## src/rtl/pwm_wave_pkg.sv

```systemverilog
// Shared types and constants for the PWM waveform sample fetcher.
package pwm_wave_pkg;

  typedef enum logic [1:0] {
    IDLE  = 2'd0,
    RUN   = 2'd1,
    DRAIN = 2'd2
  } state_e;

  localparam int unsigned MEM_WORDS_DEFAULT = 100000;
  localparam logic [3:0]  BYTEENABLE_ALL    = 4'hF;

endpackage

```

## src/rtl/wave_sample_fifo.sv

```systemverilog
// Small first-word-fall-through sample buffer with synchronous flush.
module wave_sample_fifo #(
  parameter int unsigned DATA_W = 32,
  parameter int unsigned DEPTH  = 4,
  parameter int unsigned CNT_W  = $clog2(DEPTH) + 1
) (
  input  logic              clk,
  input  logic              reset,
  input  logic              flush,
  input  logic              push,
  input  logic              pop,
  input  logic [DATA_W-1:0] din,
  output logic [DATA_W-1:0] dout,
  output logic [CNT_W-1:0]  count,
  output logic              full,
  output logic              empty
);

  localparam int unsigned PTR_W = $clog2(DEPTH);

  logic [DATA_W-1:0] mem_q [DEPTH];
  logic [PTR_W-1:0]  wr_ptr_q;
  logic [PTR_W-1:0]  rd_ptr_q;
  logic [CNT_W-1:0]  count_q;
  logic [CNT_W-1:0]  count_d;
  logic              empty_q;
  logic              full_q;
  logic              do_push;
  logic              do_pop;

  // A pop frees a slot in the same cycle, so push into a full FIFO is fine then.
  assign do_pop  = pop && !empty_q;
  assign do_push = push && (!full_q || do_pop);

  assign dout  = mem_q[rd_ptr_q];
  assign count = count_q;
  assign full  = full_q;
  assign empty = empty_q;

  always_comb begin
    count_d = count_q;
    if (do_push && !do_pop) begin
      count_d = count_q + CNT_W'(1);
    end else if (!do_push && do_pop) begin
      count_d = count_q - CNT_W'(1);
    end
  end

  always_ff @(posedge clk) begin
    if (reset || flush) begin
      wr_ptr_q <= '0;
      rd_ptr_q <= '0;
      count_q  <= '0;
      empty_q  <= 1'b1;
      full_q   <= 1'b0;
    end else begin
      if (do_push) wr_ptr_q <= wr_ptr_q + PTR_W'(1);
      if (do_pop)  rd_ptr_q <= rd_ptr_q + PTR_W'(1);
      count_q <= count_d;
      empty_q <= (count_d == '0);
      full_q  <= (count_d == CNT_W'(DEPTH));
    end
  end

  always_ff @(posedge clk) begin
    if (do_push && !flush && !reset) begin
      mem_q[wr_ptr_q] <= din;
    end
  end

endmodule

```

## src/rtl/pwm_wave_sample_fetcher.sv

```systemverilog
// Avalon-MM read master streaming a programmed window of sample words
// through a small FIFO, releasing one sample per rate-divider tick.
module pwm_wave_sample_fetcher
  import pwm_wave_pkg::*;
#(
  parameter int unsigned ADDR_W     = 17,
  parameter int unsigned DATA_W     = 32,
  parameter int unsigned MEM_WORDS  = MEM_WORDS_DEFAULT,
  parameter int unsigned FIFO_DEPTH = 4,
  parameter int unsigned DIV_W      = 16
) (
  input  logic              clk,
  input  logic              reset,
  input  logic [ADDR_W-1:0] cfg_start_addr,
  input  logic [ADDR_W-1:0] cfg_length,
  input  logic              cfg_loop,
  input  logic [DIV_W-1:0]  cfg_rate_div,
  input  logic              start,
  input  logic              stop,
  output logic              busy,
  output logic              done,
  output logic              underrun,
  output logic [ADDR_W-1:0] mem_address,
  output logic              mem_chipselect,
  output logic              mem_write,
  output logic [3:0]        mem_byteenable,
  output logic              mem_clken,
  input  logic [DATA_W-1:0] mem_readdata,
  output logic [DATA_W-1:0] smp_data,
  output logic              smp_strobe
);

  localparam int unsigned CNT_W     = $clog2(FIFO_DEPTH) + 1;
  localparam int unsigned OCC_W     = CNT_W + 1;
  localparam logic [ADDR_W-1:0] LAST_ADDR = ADDR_W'(MEM_WORDS - 1);

  state_e            state_q, state_d;
  logic [ADDR_W-1:0] rd_addr_q, rd_addr_d;
  logic [ADDR_W-1:0] remaining_q, remaining_d;
  logic [ADDR_W-1:0] win_addr_q, win_addr_d;
  logic [ADDR_W-1:0] win_len_q, win_len_d;
  logic              loop_q, loop_d;
  logic [DIV_W-1:0]  div_q, div_d;
  logic [DIV_W-1:0]  div_cnt_q, div_cnt_d;
  logic              rd_pending_q, rd_pending_d;
  logic              busy_d, done_d, underrun_d, strobe_d, cs_d;
  logic [ADDR_W-1:0] addr_d;
  logic [DATA_W-1:0] smp_d;
  logic              tick_c, issue_ok_c, flush_c, pop_c;
  logic [OCC_W-1:0]  occupancy_c;
  logic [DATA_W-1:0] fifo_dout;
  logic [CNT_W-1:0]  fifo_count;
  logic              fifo_full, fifo_empty;

  assign mem_write      = 1'b0;
  assign mem_byteenable = BYTEENABLE_ALL;
  assign mem_clken      = 1'b1;

  function automatic logic [ADDR_W-1:0] next_addr(input logic [ADDR_W-1:0] a);
    return (a == LAST_ADDR) ? '0 : a + ADDR_W'(1);
  endfunction

  wave_sample_fifo #(
    .DATA_W (DATA_W),
    .DEPTH  (FIFO_DEPTH),
    .CNT_W  (CNT_W)
  ) u_fifo (
    .clk   (clk),
    .reset (reset),
    .flush (flush_c),
    .push  (rd_pending_q),
    .pop   (pop_c),
    .din   (mem_readdata),
    .dout  (fifo_dout),
    .count (fifo_count),
    .full  (fifo_full),
    .empty (fifo_empty)
  );

  always_comb begin
    state_d      = state_q;
    rd_addr_d    = rd_addr_q;
    remaining_d  = remaining_q;
    win_addr_d   = win_addr_q;
    win_len_d    = win_len_q;
    loop_d       = loop_q;
    div_d        = div_q;
    div_cnt_d    = div_cnt_q;
    rd_pending_d = mem_chipselect;
    cs_d         = 1'b0;
    addr_d       = mem_address;
    done_d       = 1'b0;
    underrun_d   = 1'b0;
    strobe_d     = 1'b0;
    smp_d        = smp_data;
    flush_c      = 1'b0;
    pop_c        = 1'b0;
    // Words already owed to the FIFO: buffered, on the bus now, and returning now.
    occupancy_c  = OCC_W'(fifo_count) + OCC_W'(mem_chipselect) + OCC_W'(rd_pending_q);
    issue_ok_c   = (state_q == RUN) && (remaining_q != '0) && !fifo_full &&
                   (occupancy_c < OCC_W'(FIFO_DEPTH));
    tick_c       = (state_q != IDLE) && (div_cnt_q == div_q);

    if (stop) begin
      state_d      = IDLE;
      flush_c      = 1'b1;
      rd_pending_d = 1'b0;
    end else begin
      unique case (state_q)
        IDLE: begin
          if (start && (cfg_length != '0)) begin
            win_addr_d  = cfg_start_addr;
            win_len_d   = cfg_length;
            loop_d      = cfg_loop;
            div_d       = cfg_rate_div;
            div_cnt_d   = '0;
            flush_c     = 1'b1;
            cs_d        = 1'b1;
            addr_d      = cfg_start_addr;
            state_d     = RUN;
            rd_addr_d   = next_addr(cfg_start_addr);
            remaining_d = cfg_length - ADDR_W'(1);
            if (cfg_length == ADDR_W'(1)) begin
              if (cfg_loop) begin
                rd_addr_d   = cfg_start_addr;
                remaining_d = cfg_length;
              end else begin
                state_d = DRAIN;
              end
            end
          end
        end
        RUN, DRAIN: begin
          div_cnt_d = tick_c ? '0 : div_cnt_q + DIV_W'(1);
          if (issue_ok_c) begin
            cs_d        = 1'b1;
            addr_d      = rd_addr_q;
            rd_addr_d   = next_addr(rd_addr_q);
            remaining_d = remaining_q - ADDR_W'(1);
            // Last word of the window: wrap back with no gap or start draining.
            if (remaining_q == ADDR_W'(1)) begin
              if (loop_q) begin
                rd_addr_d   = win_addr_q;
                remaining_d = win_len_q;
              end else begin
                state_d = DRAIN;
              end
            end
          end
          if (tick_c) begin
            if (!fifo_empty) begin
              pop_c    = 1'b1;
              smp_d    = fifo_dout;
              strobe_d = 1'b1;
            end else if (state_q == RUN) begin
              underrun_d = 1'b1;
            end else if (!mem_chipselect && !rd_pending_q) begin
              done_d  = 1'b1;
              state_d = IDLE;
            end
          end
        end
        default: state_d = IDLE;
      endcase
    end
    busy_d = (state_d != IDLE);
  end

  always_ff @(posedge clk) begin
    if (reset) begin
      state_q <= IDLE;
    end else begin
      state_q <= state_d;
    end
  end

  always_ff @(posedge clk) begin
    if (reset) begin
      rd_addr_q      <= '0;
      remaining_q    <= '0;
      win_addr_q     <= '0;
      win_len_q      <= '0;
      loop_q         <= 1'b0;
      div_q          <= '0;
      div_cnt_q      <= '0;
      rd_pending_q   <= 1'b0;
      busy           <= 1'b0;
      done           <= 1'b0;
      underrun       <= 1'b0;
      mem_chipselect <= 1'b0;
      mem_address    <= '0;
      smp_data       <= '0;
      smp_strobe     <= 1'b0;
    end else begin
      rd_addr_q      <= rd_addr_d;
      remaining_q    <= remaining_d;
      win_addr_q     <= win_addr_d;
      win_len_q      <= win_len_d;
      loop_q         <= loop_d;
      div_q          <= div_d;
      div_cnt_q      <= div_cnt_d;
      rd_pending_q   <= rd_pending_d;
      busy           <= busy_d;
      done           <= done_d;
      underrun       <= underrun_d;
      mem_chipselect <= cs_d;
      mem_address    <= addr_d;
      smp_data       <= smp_d;
      smp_strobe     <= strobe_d;
    end
  end

endmodule

```

## config.mk

```make
export PLATFORM = sky130hd
export DESIGN_NAME = pwm_wave_sample_fetcher
export DESIGN_NICKNAME = d
export VERILOG_FILES = /design/src/rtl/pwm_wave_pkg.sv /design/src/rtl/wave_sample_fifo.sv /design/src/rtl/pwm_wave_sample_fetcher.sv
export SDC_FILE = /design/constraint.sdc
export NUM_CORES = 1
export LEC_CHECK = 0
export CORE_MARGIN = 2
export CORE_UTILIZATION = 35
export CTS_CLUSTER_DIAMETER = 40
export CTS_CLUSTER_SIZE = 30
export DETAILED_ROUTE_END_ITERATION = 10
export HOLD_SLACK_MARGIN = 0.06
export MAX_ROUTING_LAYER = met4
export SLEW_MARGIN = 15
export SYNTH_ARGS = -nofsm -noshare
export SYNTH_HDL_FRONTEND = slang
export SYNTH_SLANG_ARGS = --single-unit
```

## constraint.sdc

```tcl
create_clock -name clk -period 4 [get_ports clk]
set_clock_uncertainty 0.2 [all_clocks]
set_input_delay 0.6 -clock clk [delete_from_list [all_inputs] [get_ports clk]]
set_output_delay 0.6 -clock clk [all_outputs]
set_load 0.1 [all_outputs]
```

==> CHANGELOG.md, run 1 <==
### Changed

- Antenna viol nets, final: 0
- Final setup vio count: 0
- Max-area cell share: 0.2857
- H-tree lvl count: 2
- Max-Cap Viols: 0
- Vias/cell: 5.153
- Worst setup SP type: input port
- Met1 usage: 0.2315
- Top cells, area: edfxtp_1, dfxtp_1, nand2_1, mux4_2, a21oi_1
- Seq/Total Area, Yosys: 0.5341
- Met3 usage: 0.04167
- Initial Utilization: 0.3564
- Crit path kind: input port to register
- TritonCTS clock tree: done
- Most common logic cells in the final layout: nand2_1, dfxtp_1, clkdlybuf4s50_1, edfxtp_1, a21oi_1
- Post-synth EDFFs: 128
- RSZ-0062 raised after global routing: false
- Share of layout cells above drive strength 1: 0.1164
- Fmax: 312.0 MHz
- Worst-path maximum fanout: 20
- Die Y: 200.1 µm
- Syn Area/Cell: 10.11 µm²
- VDD IR-drop max: 349.9 µV
- Detailed placement HPWL: 23080 µm
- CP endpoint kind: register
- GRT Total Usage: 0.1857
- Clk pin slew, worst setup/hold paths: 0.06 ns
- Post_cts resized: 0
- Nets@finish: 1577
- Detailed router's first-iteration violation count: 553
- Ys async rst share: 0
- Clock Path Buffers: 3
- Synth Warn #: 0
- First-pass GRT wire length: 56390 µm
- Largest area contributor in the netlist: edfxtp_1
- Hold-fix buffers at CTS: 0
- Flops after synth: 295
- Synthesized area: 0.01346 mm²
- Pins over their slew limit: 0
- Final Hold Slack: 0.2509 ns
- Clk sinks: 295
- GRT busiest layer: met2
- Top cell excl fill/tap: nand2_1
- DR vias: 10450
- Post-route minimum period: 3.205 ns
- DRT Wirelength: 35370 µm
- Measured slew at the worst slew-check pin: 1.043 ns
- RePlAce Congestion: 0.8776
- Horiz. Die Dim: 200.1 µm
- Met2 GRT Util: 0.2991
- # rows: 71
- Largest net degree at the start of global routing: 78
- Die area: 0.04003 mm²
- Distinct lib cells: 73
- Setup Buffers After CTS: 0
- Initial antenna violation count: 5
- CP arrival: 3.25 ns
- GRT Residual Overflow: 0
- Status: completed
- Hold Path Class: register to register
- Fin crit share: 0.8013
- Root Buffer: clkbuf_16
- Dominant flop cell: dfxtp_1
- Setup TNS Final: 0 ns
- Req. time, crit path: 4.04 ns
- OpenROAD warnings: 35
- PwrDens: 480.9 mW/mm²
- Port bufs: 140
- Vias in the first global route: 10410
- Core area: 0.03776 mm²
- Slew margin rel.: 0.2998
- Ys cells: 1331
- Post-synthesis instance total: 1331
- Area Overhead vs Synth: 27.60%
- I/O pins: 147
- Total leakage power: 5.792 nW
- DRC Markers: 0
- YS chip area: 0.01346 mm²
- First-pass iteration count of the detailed router: 5
- Avg WL per Cell: 17.44 µm
## run 1: power by group
group / internal [mW] / switching [mW]
Clock: 2.65 / 1.59
Sequential: 3.21 / 0.0632
Combinational: 0.277 / 0.466
## run 1: area by class of cell
cell class,count,area (µm²)
Timing Repair Buffer,175,1724
Clock inverter,35,361.6
Fill cell,3557,20590
Antenna cell,5,12.51
Multi-Input combinational cell,927,5818
Tap cell,511,639.4
Clock buffer,56,1335
Sequential cell,295,7188
Inverter,24,90.09
## run 1: flip-flops by register name, summed over array words and instances, names as in the netlist, 17 cells and up
| signal | flops |
|---|---|
| smp_data | 32 |
| remaining_q | 17 |
| rd_addr_q | 17 |
| u_fifo.mem_q | 128 |
| win_len_q | 17 |
| mem_address | 17 |
| win_addr_q | 17 |
## run 1: cells by family after synthesis
group,after synthesis,synth area share
and+or+nand+nor,509,0.1759
DFF,295,0.5341
adders and majority gates,18,0.01674
xor gates and xnor gates,74,0.04817
other,2,0.0005581
muxes,53,0.06928
AOI/OAI and AO/OA,267,0.1198
buffers and inverters,113,0.03543
## run 1: final timing paths
kind | from | endpoint | slack [ns] | cells after the start
worst max-delay path | cfg_length[4] | u_fifo.mem_q[0][31] | 0.79 | 9
worst min-delay path | win_addr_q[11] | win_addr_q[11] | 0.25 | 2
worst max register to register | div_cnt_q[12] | u_fifo.mem_q[0][31] | 1.10 | 8
worst min register to register | win_addr_q[11] | win_addr_q[11] | 0.25 | 2
## run 1: per-stage QoR
stage	cell area, µm²	instances	utilization	setup slack [ns]	power (mW)
after floorplan	13470	1335	-	0.5726	3.805
after global placement	15460	1932	0.4095	0.3297	4.066
after detailed placement	15460	1932	0.4095	0.2962	4.072
after CTS	17160	2023	0.4544	0.8910	8.361
after global routing	17170	2028	0.4547	0.5872	8.563
final	17170	2028	0.4547	0.7947	8.257
## run 1: metal layers
layer  wire length, µm  share of wire
met1             15690           0.44
met2             16940           0.48
met5                 0              0
met4               723          0.020
met3              2016          0.057
## run 1: cells in the mapped netlist, types with 26 or more instances
cell,n
xnor2_1,46
nor3_1,26
xor2_1,28
dfxtp_1,167
nand3_1,33
nand2_1,237
a21oi_1,124
edfxtp_1,128
mux4_2,32
clkbuf_1,55
nor2_1,98
nand4_1,29
## run 1: worst max-delay path, stage by stage
cell             delay (ns)
clkdlybuf4s50_1        0.51
nor4_1                 0.55
nand3_2                0.29
o31a_1                 0.33
nand2_1                0.16
nand2_1                0.10
nor2_1                 0.21
and2_1                 0.19
buf_4                  0.31
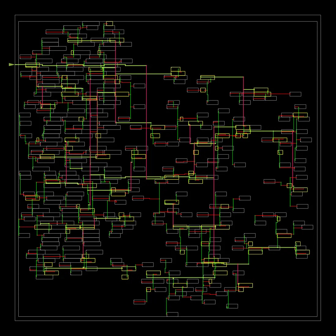
*Clock wiring as the flow saved it, run 1*
power in the clock group: 4.24 mW
Late-Pin Clk Latency: 0.57 ns
CTS Buf Count: 49
clkbuf count: 56

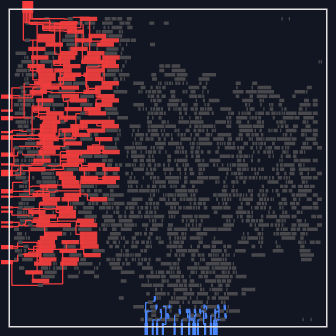
*Nets reached from selected ports, run 1*
- blue: cfg_rate_div (bits 16; direction input; end cells 16; buffers 16; wire 186 µm)
- red: mem_readdata (bits 32; direction input; end cells 128; buffers 32; wire 2110 µm)

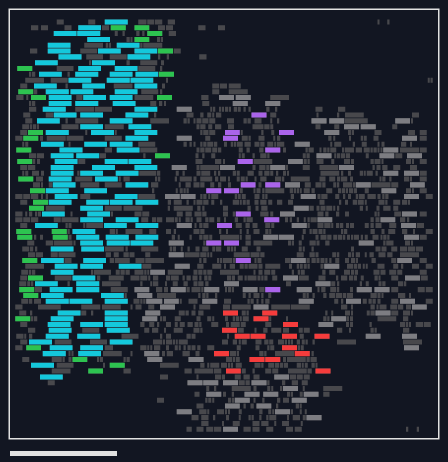
*Register map, names as in the netlist, run 1*
Scale bar: 50 µm. Other sequential cells in the stronger gray, the rest of the logic in the fainter gray.
- purple: remaining_q (placed flops 17; where middle)
- green: smp_data (placed flops 32)
- cyan: u_fifo.mem_q (placed flops 128; where a column on the left)
- red: div_cnt_q (placed flops 16; where bottom middle)
- not colored: 102
Sequential Area: 0.007188 mm²
Seq power: 3.27 mW
final core occ: 0.4547
Seq/total area: 0.4187

--- run 2 (diff from run 1) ---
clock period = 2.87 ns   (was 4 ns; I/O delays follow)
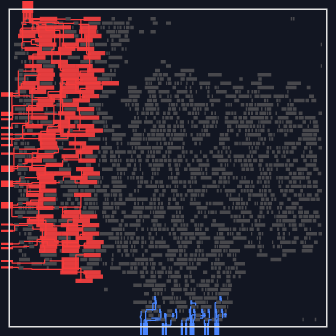
*Nets reached from selected ports, run 2*
port bufs: 140
I/O pins: 147

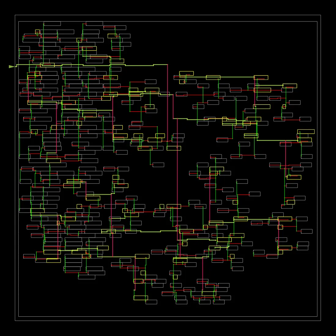
*Clock wiring as the flow saved it, run 2*
CTS Buf Count: 47
Late-Pin Clk Latency: 0.58 ns

==> run 2 against run 1 <==
Effect of this change:
- die size stayed put
- combinational power is 52% higher
- non-clock buffer count is 102 higher
==> CHANGELOG.md, run 2 <==
### Changed

- H-tree lvl count: 2
- RePlAce Congestion: 0.8938
- Worst-path maximum fanout: 4
- CP peak stage delay: 0.54 ns
- Biggest regs: u_fifo.mem_q (128), smp_data (32)
- Top cell excl fill/tap: nand2_1
- Total power: 11.70 mW
- Dominant flop cell: dfxtp_1
- First-pass iteration count of the detailed router: 5
- GRT Total Usage: 0.1912
- Vias/cell: 5.106
- Hold depth: 3
- Setup slack at placement: -0.3762 ns
- Top cells, area: edfxtp_1, dfxtp_1, nand2_1, mux4_2, a21oi_1
- Nets@finish: 1677
- Top-count cell post-synth: nand2_1
- Measured slew at the worst slew-check pin: 0.6840 ns
- Status: completed
- Reg power frac: 0.389
- Fin crit share: 0.9108
- VDD IR-drop max: 546.2 µV
- Total leakage power: 6.417 nW
- Post-route minimum period: 2.614 ns
- DRC Markers: 0
- Crit path kind: input port to register
- Crit-path slowest cell: clkdlybuf4s50_1
- Final core occ: 0.4749
- Pins over their slew limit: 0
- Sequential Area: 0.007188 mm²
- OpenROAD warnings: 36
- Syn Area/Cell: 10.11 µm²
- Max-Cap Viols: 0
- CP arrival: 2.83 ns
- Slew margin rel.: 0.5405
- Max FFs per register: 128
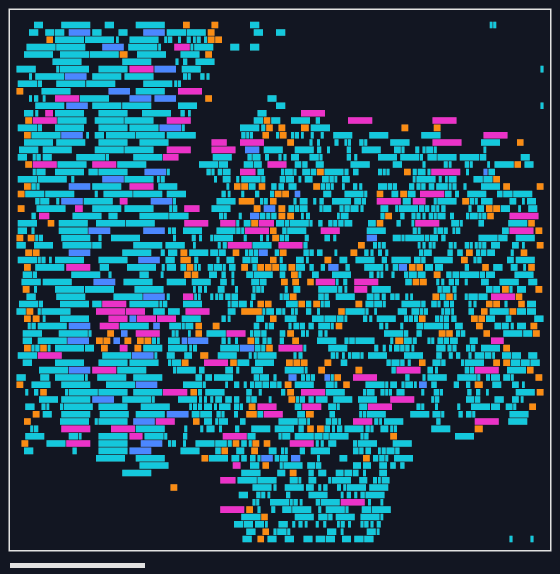
*Cells by drive strength, run 2*
Scale bar: 50 µm.
- orange: drive 3 to 4 (cells 196; share 12%; most used buf_4)
- magenta: drive 6 and up (cells 85; share 5.3%; most used clkbuf_16)
- cyan: drive 1 or less (cells 1277; share 79%; most used nand2_1)
- blue: drive 2 (cells 53; share 3.3%; most used mux4_2)
non-clock buffer count: 277
Area Overhead vs Synth: 33.24%
Final WS setup: 0.2561 ns

[run 2: cell type report]
class	instances	share of cell area
timing repair buffer	277	0.1364
multi-input combinational	927	0.3249
tap	511	0.03566
inverter	24	0.005025
antenna	3	0.0004187
clock buffer	52	0.06888
clock inverter	36	0.02778
sequential	295	0.4009
[run 2: what timing repair did]
| item | CTS | global route |
|---|---|---|
| hold endpoints to repair | 17 | 0 |
| endpoints found under the setup margin | 0 | 77 |
| hold buffers | 1 | 0 |
| resized | 0 | 1 |
[run 2: power groups by stage]
stage               registers, mW  clock network (mW)  logic, mW
finish                       4.56                6.01       1.13
CTS                          4.56                6.14       1.14
floorplan                    4.77                   0      0.531
global placement             4.64                   0       1.12
detailed placement           4.64                   0       1.13
global route                 4.57                6.33       1.23
[run 2: worst register-to-register path, cell delays in order (launching register included)]
cell      delay, ns
dfxtp_1        0.42
ha_1           0.27
a21oi_1        0.17
o211ai_1       0.18
a31oi_1        0.33
o21a_2         0.21
buf_4          0.35
nor2_1         0.12
a211oi_1       0.23
[run 2: cell families (layout without fill, tap and decap cells)]
logic type               after synthesis  after routing  share of synthesized area
AND-OR/OR-AND                        267            267                     0.1198
XOR/XNOR                              74             74                    0.04817
adder cells (fa/ha/maj)               18             18                    0.01674
buffers and inverters                113            389                    0.03543
flip-flops                           295            295                     0.5341
multiplexers                          53             53                    0.06928
other                                  2              9                  0.0005581
AND/OR/NAND/NOR                      509            509                     0.1759
[run 2: worst max-delay path by stage]
| stage | from | to | slack [ns] | cells after the start |
|---|---|---|---|---|
| 2_1_floorplan | cfg_length[8] | u_fifo.mem_q[0][0] | -0.06 | 8 |
| 3_3_place_gp | cfg_length[16] | u_fifo.mem_q[3][6] | -0.36 | 9 |
| 3_5_place_dp | cfg_length[16] | u_fifo.mem_q[1][6] | -0.38 | 9 |
| 4_1_cts | div_cnt_q[10] | u_fifo.mem_q[0][5] | 0.23 | 8 |
| 5_1_grt | div_cnt_q[12] | u_fifo.mem_q[2][19] | 0.05 | 8 |
| 6_report | cfg_length[16] | rd_addr_q[3] | 0.26 | 10 |
[run 2: metal layers]
metal  part of all wire  vias up  GRT usage  routed length [µm]
met2               0.49      333     0.3187               18020
met5                  0        -          -                   0
met4              0.018        0    0.04774                 665
met3              0.067       50    0.04183                2471
li1                   -     5293          -                   -
met1               0.43     5175     0.2365               15660
[run 2: per-stage QoR]
| step | TNS [ns] | instance area (µm²) |
|---|---|---|
| 2_1_floorplan | -7.040 | 13480 |
| 3_3_place_gp | -56.45 | 16180 |
| 3_5_place_dp | -59.96 | 16180 |
| 4_1_cts | 0 | 17920 |
| 5_1_grt | 0 | 17930 |
| 6_report | 0 | 17930 |
Power and IR drop assume default switching activity.
